--- config.mk ---
export PLATFORM = sky130hd
export DESIGN_NAME = at89_prog_sequencer_flat
export DESIGN_NICKNAME = d
export VERILOG_FILES = /design/src/rtl/at89_prog_sequencer_if.sv /design/src/rtl/at89_prog_sequencer.sv /design/src/flat_wrapper.sv
export SDC_FILE = /design/constraint.sdc
export NUM_CORES = 1
export LEC_CHECK = 0
export ABC_AREA = 0
export CORE_MARGIN = 2
export CORE_UTILIZATION = 55
export DETAILED_ROUTE_END_ITERATION = 12
export PLACE_DENSITY = 0.74
export REMOVE_ABC_BUFFERS = 1
export SYNTH_ARGS = -nofsm -noshare
export SYNTH_HDL_FRONTEND = slang
export SYNTH_SLANG_ARGS = --single-unit
--- constraint.sdc ---
create_clock -name osc -period 5.75 [get_ports osc]
set_input_delay 1.15 -clock osc [delete_from_list [all_inputs] [get_ports osc]]
set_output_delay 1.15 -clock osc [all_outputs]
set_load 0.01 [all_outputs]
--- src/rtl/at89_prog_sequencer_if.sv ---
// Host-side command/status bundle between the bus register block and the
// AT89C2051 programming sequencer.
interface at89_prog_sequencer_if;
  logic       cmd_valid;
  logic [3:0] cmd;
  logic       busy;
  logic       err;
  logic       overrun;

  modport master (
    output cmd_valid,
    output cmd,
    input  busy,
    input  err,
    input  overrun
  );

  modport slave (
    input  cmd_valid,
    input  cmd,
    output busy,
    output err,
    output overrun
  );
endinterface

--- src/rtl/at89_prog_sequencer.sv ---
// Timed command executor for AT89C2051 programming: drives PROG and VPP with
// pulse, settle, READY-poll and erase timing, and reports busy/err/overrun.
module at89_prog_sequencer #(
  parameter int PULSE_CYCLES  = 24,
  parameter int SETTLE_CYCLES = 2,
  parameter int POLL_CYCLES   = 4800,
  parameter int POLL_RETRIES  = 12,
  parameter int FINISH_CYCLES = 24,
  parameter int ERASE_CYCLES  = 24000,
  parameter int ERASE_REPEATS = 10
) (
  input  logic                  osc,
  input  logic                  rst,
  at89_prog_sequencer_if.slave  host,
  input  logic                  ready_in,
  output logic                  dut_prog,
  output logic                  dut_vpp
);

  function automatic int max2(input int a, input int b);
    return (a > b) ? a : b;
  endfunction

  localparam int CNT_MAX = max2(max2(max2(PULSE_CYCLES, SETTLE_CYCLES),
                                     max2(POLL_CYCLES, FINISH_CYCLES)),
                                ERASE_CYCLES);
  localparam int CW = max2(1, $clog2(CNT_MAX + 1));
  localparam int RW = max2(1, $clog2(ERASE_REPEATS + 1));
  localparam int TW = max2(1, $clog2(POLL_RETRIES + 1));

  // Each timed state is loaded with (duration - 1) and leaves when it reaches 0.
  localparam logic [CW-1:0] PULSE_LD  = CW'(PULSE_CYCLES - 1);
  localparam logic [CW-1:0] SETTLE_LD = CW'(SETTLE_CYCLES - 1);
  localparam logic [CW-1:0] POLL_LD   = CW'(POLL_CYCLES - 1);
  localparam logic [CW-1:0] FINISH_LD = CW'(FINISH_CYCLES - 1);
  localparam logic [CW-1:0] ERASE_LD  = CW'(ERASE_CYCLES - 1);
  localparam logic [RW-1:0] REP_LD    = RW'(ERASE_REPEATS - 1);
  localparam logic [TW-1:0] RETRY_LD  = TW'(POLL_RETRIES);

  typedef enum logic [2:0] {
    S_IDLE, S_ONE, S_PULSE, S_SETTLE, S_POLL, S_FINISH, S_ERASE
  } state_t;

  state_t        state, state_n;
  logic [CW-1:0] cnt, cnt_n;
  logic [RW-1:0] rep, rep_n;
  logic [TW-1:0] retry, retry_n;
  logic          prog_q, prog_n;
  logic          vpp_q, vpp_n;
  logic          err_q, err_n;
  logic          ovr_q, ovr_n;
  logic          ready_meta, ready_s;
  logic          accept;

  assign accept = host.cmd_valid && (state == S_IDLE);

  always_ff @(posedge osc or posedge rst) begin
    if (rst) begin
      state      <= S_IDLE;
      cnt        <= '0;
      rep        <= '0;
      retry      <= '0;
      prog_q     <= 1'b0;
      vpp_q      <= 1'b0;
      err_q      <= 1'b0;
      ovr_q      <= 1'b0;
      ready_meta <= 1'b0;
      ready_s    <= 1'b0;
    end else begin
      state      <= state_n;
      cnt        <= cnt_n;
      rep        <= rep_n;
      retry      <= retry_n;
      prog_q     <= prog_n;
      vpp_q      <= vpp_n;
      err_q      <= err_n;
      ovr_q      <= ovr_n;
      ready_meta <= ready_in;
      ready_s    <= ready_meta;
    end
  end

  always_comb begin
    state_n = state;
    cnt_n   = cnt;
    rep_n   = rep;
    retry_n = retry;
    case (state)
      S_IDLE: begin
        if (host.cmd_valid) begin
          case (host.cmd)
            4'd3: begin
              state_n = S_PULSE;
              cnt_n   = PULSE_LD;
            end
            4'd4: begin
              state_n = S_ERASE;
              cnt_n   = ERASE_LD;
              rep_n   = REP_LD;
            end
            default: state_n = S_ONE;
          endcase
        end
      end
      S_ONE: state_n = S_IDLE;
      S_PULSE: begin
        if (cnt == '0) begin
          state_n = S_SETTLE;
          cnt_n   = SETTLE_LD;
        end else begin
          cnt_n = cnt - CW'(1);
        end
      end
      S_SETTLE: begin
        if (cnt == '0) begin
          state_n = S_POLL;
          cnt_n   = '0;
          retry_n = RETRY_LD;
        end else begin
          cnt_n = cnt - CW'(1);
        end
      end
      // READY is only sampled when the poll interval counter is at 0.
      S_POLL: begin
        if (cnt != '0) begin
          cnt_n = cnt - CW'(1);
        end else if (ready_s || (retry == '0)) begin
          state_n = S_FINISH;
          cnt_n   = FINISH_LD;
        end else begin
          retry_n = retry - TW'(1);
          cnt_n   = POLL_LD;
        end
      end
      S_FINISH: begin
        if (cnt == '0) state_n = S_IDLE;
        else           cnt_n   = cnt - CW'(1);
      end
      S_ERASE: begin
        if (cnt == '0) begin
          if (rep == '0) begin
            state_n = S_IDLE;
          end else begin
            rep_n = rep - RW'(1);
            cnt_n = ERASE_LD;
          end
        end else begin
          cnt_n = cnt - CW'(1);
        end
      end
      default: state_n = S_IDLE;
    endcase
  end

  always_comb begin
    prog_n = prog_q;
    vpp_n  = vpp_q;
    err_n  = err_q;
    ovr_n  = ovr_q;
    if (host.cmd_valid) ovr_n = !accept;
    case (state)
      S_IDLE: begin
        if (host.cmd_valid) begin
          case (host.cmd)
            4'd1: prog_n = 1'b1;
            4'd2: prog_n = 1'b0;
            4'd3: begin
              prog_n = 1'b0;
              err_n  = 1'b0;
            end
            4'd4: begin
              prog_n = 1'b0;
              err_n  = 1'b0;
            end
            4'd5: vpp_n = 1'b1;
            4'd6: vpp_n = 1'b0;
            default: ;
          endcase
        end
      end
      S_PULSE: if (cnt == '0) prog_n = 1'b1;
      S_POLL:  if ((cnt == '0) && !ready_s && (retry == '0)) err_n = 1'b1;
      // PROG rises on the same edge that returns the FSM to idle.
      S_ERASE: if ((cnt == '0) && (rep == '0)) prog_n = 1'b1;
      default: ;
    endcase
  end

  assign host.busy    = (state != S_IDLE);
  assign host.err     = err_q;
  assign host.overrun = ovr_q;
  assign dut_prog     = prog_q;
  assign dut_vpp      = vpp_q;

endmodule

--- src/flat_wrapper.sv ---
// flat-port wrapper written by rule: the top's interface ports become plain ports
module at89_prog_sequencer_flat 
#(
  parameter int PULSE_CYCLES  = 24,
  parameter int SETTLE_CYCLES = 2,
  parameter int POLL_CYCLES   = 4800,
  parameter int POLL_RETRIES  = 12,
  parameter int FINISH_CYCLES = 24,
  parameter int ERASE_CYCLES  = 24000,
  parameter int ERASE_REPEATS = 10
)
  (osc, rst, ready_in, dut_prog, dut_vpp, host_cmd_valid, host_cmd, host_busy, host_err, host_overrun);
  at89_prog_sequencer_if host_i ();
  input  logic osc;
  input  logic rst;
  input  logic ready_in;
  output logic dut_prog;
  output logic dut_vpp;
  input wire logic [$bits(host_i.cmd_valid)-1:0] host_cmd_valid;
  input wire logic [$bits(host_i.cmd)-1:0] host_cmd;
  output wire logic [$bits(host_i.busy)-1:0] host_busy;
  output wire logic [$bits(host_i.err)-1:0] host_err;
  output wire logic [$bits(host_i.overrun)-1:0] host_overrun;
  assign host_i.cmd_valid = host_cmd_valid;
  assign host_i.cmd = host_cmd;
  assign host_busy = host_i.busy;
  assign host_err = host_i.err;
  assign host_overrun = host_i.overrun;
  at89_prog_sequencer #(.PULSE_CYCLES(PULSE_CYCLES), .SETTLE_CYCLES(SETTLE_CYCLES), .POLL_CYCLES(POLL_CYCLES), .POLL_RETRIES(POLL_RETRIES), .FINISH_CYCLES(FINISH_CYCLES), .ERASE_CYCLES(ERASE_CYCLES), .ERASE_REPEATS(ERASE_REPEATS)) u_core (.osc(osc), .rst(rst), .host(host_i), .ready_in(ready_in), .dut_prog(dut_prog), .dut_vpp(dut_vpp));
endmodule
Figure 1. The metal 3 layer (run 1).
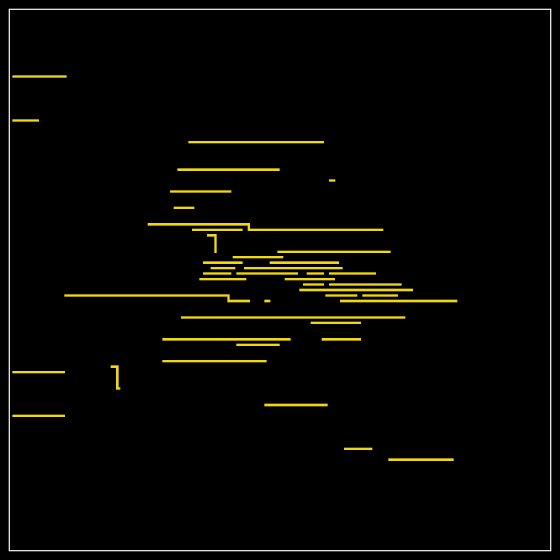
32 nets have wire on it. The layer carries 341 microns of wire. The wires run mostly horizontal. The layer holds 6.4% of the routed length.

Figure 2. Congestion heat map (run 1).
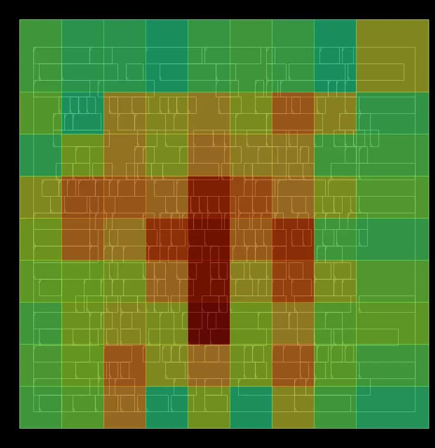
most heavily used metal layer in global routing: met2
GR Util met1: 38.4%

Figure 3. M2 wires (run 1).
Scale bar: 20 microns.
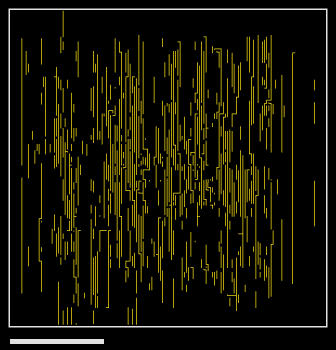
The longest straight run is 49.0 microns. The layer holds 44% of the routed length. The wires run mostly vertical. 235 nets have wire on it.

==> results.yml, run 1 <==
# flow metrics
run_status:
  status: "finished clean"
clock_network:
  ctsRootBufferMaster: "sky130_fd_sc_hd__clkbuf_8"
  worstSkewPairLatency_ps: 280
  worst_path_clk_slew_ps: 70
  post_cts_hold_buffer_count: 0
  post_cts_resize_count: 0
  tritoncts: "done"
  tritoncts.num_buffers: 5
  postCtsSetupBuffers: 0
worst_setup_path:
  critical_path_peak_fanout: 25
  worst-r2r-setup-slack_ps: 3040
  setup.worst_path.start_class: "flip-flop"
  required_ps: 4600
  setup.worst_path.class: "reg -> out"
power:
  p_per_area_nw_per_um2: 177
  share_comb_of_total_power_pct: 3.7
  pwr-share-clk_pct: 43.7
  sequentialPowerShare_pct: 52.6
final_timing:
  final.period_utilization_pct: 54.1
  slew_headroom_pct: 48.4
  finalSetupViolCount: 0
  setup_tns_ps: 0
  skew_ps: 4.92
routing:
  final_antenna_net_count: 0
  drc_errors: 0
  wirelength_microns: 5360
  post_drt_via_cell_ratio: 6.30
  vias: 2068
  drt-pass1-iter-count: 4
finish:
  layout.cell_area.non_filler_sq_um: 2430
  fin_nets: 292
  antenna-diode-count: 0
logic_synthesis:
  top_cell_area_share_pct: 36.6
  synth-async-reset-ratio_pct: 100
  syn_inst: 269
  ys_ff: 32
  synth_sequential_area_ratio_pct: 36.6
  ys_types: 53
  ys_dominant_reg_cell: "sky130_fd_sc_hd__dfrtp_1"
run:
  log.warning_count: 26
placement:
  io_buffer_count: 12
  finalWeightedCongestion: 0.891
global_route:
  grt_first_pass_wirelength_microns: 9090
  grt_max_degree: 33
  vias_in_the_first_global_route: 1920
  gr-total-overflow: 0
  antenna_violations_before_repair: 0
floorplan:
  die_width_microns: 67.1
  initial_utilization_pct: 58.5
## run 1: layout make-up
cell class              count  area [sq um]  share of cell area [%]
inverters                  12          45.0                    1.85
repair buffers             13           128                    5.26
multi-input cells         216          1300                    53.5
clock buffers               7          96.3                    3.97
well taps                  48          60.1                    2.47
flip-flops and latches     32           801                    33.0
## run 1: path summary, 6_finish.rpt
kind,from,to,cells past startpoint
min in group asynchronous,rst,u_core.cnt[8],3
setup / recovery,u_core.state[1],host_busy,3
max in group asynchronous,rst,u_core.cnt[10],3
hold reg to reg,u_core.ready_meta,u_core.ready_s,0
hold / removal,u_core.ready_meta,u_core.ready_s,0
setup reg to reg,u_core.cnt[0],u_core.cnt[10],8
## run 1: power groups by stage
stage | sequential (mW) | clock [mW] | combinational, mW
floorplan | 0.230 | 0 | 0.00676
global placement | 0.230 | 0 | 0.0156
detailed placement | 0.230 | 0 | 0.0159
CTS | 0.226 | 0.192 | 0.0159
global route | 0.226 | 0.201 | 0.0179
finish | 0.226 | 0.188 | 0.0157
## run 1: through the flow
stage | utilization [%] | hold WS, ps | setup slack [ps] | total power [mW] | instances
after floorplan | - | 331 | 3240 | 0.237 | 260
after global placement | 62.3 | 333 | 2460 | 0.246 | 321
after detailed placement | 62.3 | 340 | 2370 | 0.246 | 321
after CTS | 64.9 | 356 | 2660 | 0.434 | 328
after global routing | 64.9 | 358 | 2430 | 0.444 | 328
final | 64.9 | 350 | 2640 | 0.430 | 328
## run 1: routing by layer
layer / share of wire, % / up-vias / wire (microns)
met5: 0 / - / 0
met4: 1.3 / 0 / 72
met3: 6.3 / 8 / 340
met2: 44 / 79 / 2340
met1: 49 / 962 / 2610
li1: - / 1019 / -
## run 1: placed cells by master, fill, tap and decap left out, types with 5 or more instances in the layout
cell and count:
sky130_fd_sc_hd__clkbuf_8 7, sky130_fd_sc_hd__inv_1 12, sky130_fd_sc_hd__nand2_1 31, sky130_fd_sc_hd__a21oi_1 18, sky130_fd_sc_hd__a21o_1 5, sky130_fd_sc_hd__o21ai_1 5, sky130_fd_sc_hd__nor2_1 31, sky130_fd_sc_hd__a31oi_1 7
sky130_fd_sc_hd__nor3_1 10, sky130_fd_sc_hd__o21ai_0 21, sky130_fd_sc_hd__dfrtp_1 32, sky130_fd_sc_hd__nand3_1 9, sky130_fd_sc_hd__nor4_1 5, sky130_fd_sc_hd__clkdlybuf4s50_1 12
## run 1: sequential cells by signal, indices dropped and copies added (netlist names)
name,count
u_core.retry,4
u_core.cnt,15
u_core.dut_prog,1
u_core.host.err,1
u_core.ready_s,1
u_core.ready_meta,1
u_core.host.overrun,1
u_core.rep,4
u_core.dut_vpp,1
u_core.state,3
## run 1: worst max-delay path: stages (launching register included)
cell	delay (ps)
sky130_fd_sc_hd__dfrtp_1	850
sky130_fd_sc_hd__nor3_1	160
sky130_fd_sc_hd__inv_1	130
sky130_fd_sc_hd__clkdlybuf4s50_1	540
## run 1: cells by family (layout without fill, tap and decap cells)
family	count (synthesis)	after routing	synth area share (%)
adders and majority gates	4	4	2.29
buffers and inverters	21	32	4.11
and+or+nand+nor	118	118	28.9
DFF	32	32	36.6
muxes	1	1	0.457
AOI/OAI and AO/OA	91	91	26.9
xor gates and xnor gates	2	2	0.800
--- run 2 (diff from run 1) ---
- CORE_UTILIZATION: 55 -> 54
- PLACE_DENSITY: 0.74 -> 0.75
- clock period: 5.75 -> 2.7 ns (I/O delays scaled with it)
==> results.yml, run 2 <==
# flow metrics
global_route:
  grt_max_degree: 33
  vias_in_the_first_global_route: 2003
  antenna_violations_before_repair: 0
  gr-total-overflow: 0
final_timing:
  finalSetupViolCount: 0
  fin_hold_ws_ps: 364
  setup_tns_ps: 0
  final.period_utilization_pct: 89.5
clock_network:
  postCtsSetupBuffers: 0
  post_cts_resize_count: 0
  worstSkewPairLatency_ps: 280
  post_cts_hold_buffer_count: 0
  tritoncts.num_buffers: 5
finish:
  largest-register: "u_core.cnt"
  layout.cell_area.non_filler_sq_um: 2540
  fin_nets: 305
  max_reg_flops: 15
  layout.area.comb_sq_um: 1300
  antenna-diode-count: 0
  biggestRegsByFlops: "u_core.cnt: 15 flops, u_core.rep: 4 flops, u_core.retry: 4 flops"
  finalCoreUtilization_pct: 64.4
logic_synthesis:
  synth-async-reset-ratio_pct: 100
  ys_dominant_reg_cell: "sky130_fd_sc_hd__dfrtp_1"
  ys_types: 53
  syn_inst: 269
  ys_ff: 32
  top_cell_area_share_pct: 36.6
  synth_sequential_area_ratio_pct: 36.6
power:
  p_per_area_nw_per_um2: 383
  total_power_mw: 0.974
  pwr-share-clk_pct: 46.7
run_status:
  status: "finished clean"
routing:
  final_antenna_net_count: 0
  drc_errors: 0
placement:
  placed_cell_count: 336
  io_buffer_count: 12
  finalWeightedCongestion: 1.00
worst_setup_path:
  setup.worst_path.class: "reg -> reg"
  critical_path_peak_fanout: 10
run:
  log.warning_count: 26
floorplan:
  die_width_microns: 67.7
## run 2: cell counts after synthesis
Identical to the previous run, type by type.
## run 2: cells by family (layout without fill, tap and decap cells)
| kind of cell | count (synthesis) | after routing | share of synthesized area (%) |
|---|---|---|---|
| simple gates | 118 | 118 | 28.9 |
| compound gates | 91 | 91 | 26.9 |
| flops | 32 | 32 | 36.6 |
| buf+inv | 21 | 46 | 4.11 |
| fa+ha+maj | 4 | 4 | 2.29 |
| xor+xnor | 2 | 2 | 0.800 |
| mux | 1 | 1 | 0.457 |
## run 2: cell type report
type | count | area share (%)
Inverter | 12 | 1.77
Timing Repair Buffer | 26 | 8.87
Multi-Input combinational cell | 216 | 51.1
Clock inverter | 2 | 1.38
Tap cell | 50 | 2.46
Sequential cell | 32 | 31.5
Clock buffer | 6 | 2.86
## run 2: critical path, stage by stage, from the launching register on
cell and delay (ps):
sky130_fd_sc_hd__dfrtp_1 390, sky130_fd_sc_hd__inv_1 120, sky130_fd_sc_hd__ha_1 180, sky130_fd_sc_hd__nor4b_2 380, sky130_fd_sc_hd__and4_1 480, sky130_fd_sc_hd__o21ai_0 290, sky130_fd_sc_hd__o21ai_0 140, sky130_fd_sc_hd__nand2_1 70
sky130_fd_sc_hd__a22o_1 250
## run 2: final timing paths
kind	start	endpoint	slack, ps	depth (start not counted)
max	u_core.cnt[0]	u_core.cnt[5]	280	8
min	u_core.ready_meta	u_core.ready_s	360	0
max reg2reg	u_core.cnt[0]	u_core.cnt[5]	280	8
min reg2reg	u_core.ready_meta	u_core.ready_s	360	0
max in group asynchronous	rst	u_core.cnt[6]	1760	3
min in group asynchronous	rst	u_core.rep[3]	650	3
## run 2: per-layer routing
metal  track usage, %  vias to the layer above  share of wire, %
li1                 -                     1050                 -
met1             38.5                     1002                45
met2             43.3                       98                46
met3             5.67                       12               7.3
met4             10.5                        0               1.6
met5                0                        -                 0
## run 2: power by group through the flow
| stage | Clock (mW) | Sequential [mW] | Combinational (mW) |
|---|---|---|---|
| floorplan | 0 | 0.490 | 0.0144 |
| global placement | 0 | 0.491 | 0.0369 |
| detailed placement | 0 | 0.491 | 0.0381 |
| CTS | 0.461 | 0.481 | 0.0382 |
| global route | 0.487 | 0.481 | 0.0422 |
| finish | 0.454 | 0.482 | 0.0375 |
Figure 4. Register map, names as in the netlist (run 2).
Scale bar: 20 microns.
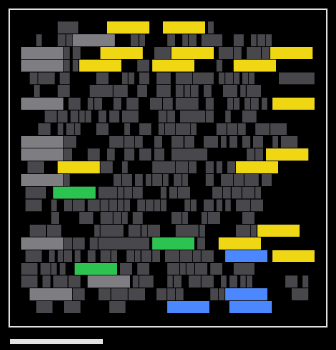
Yellow stands for u_core.cnt, flops 15. Blue stands for u_core.rep, flops 4, where south-east. Green stands for u_core.state, flops 3.

Power is estimated from default activity; no workload was simulated.
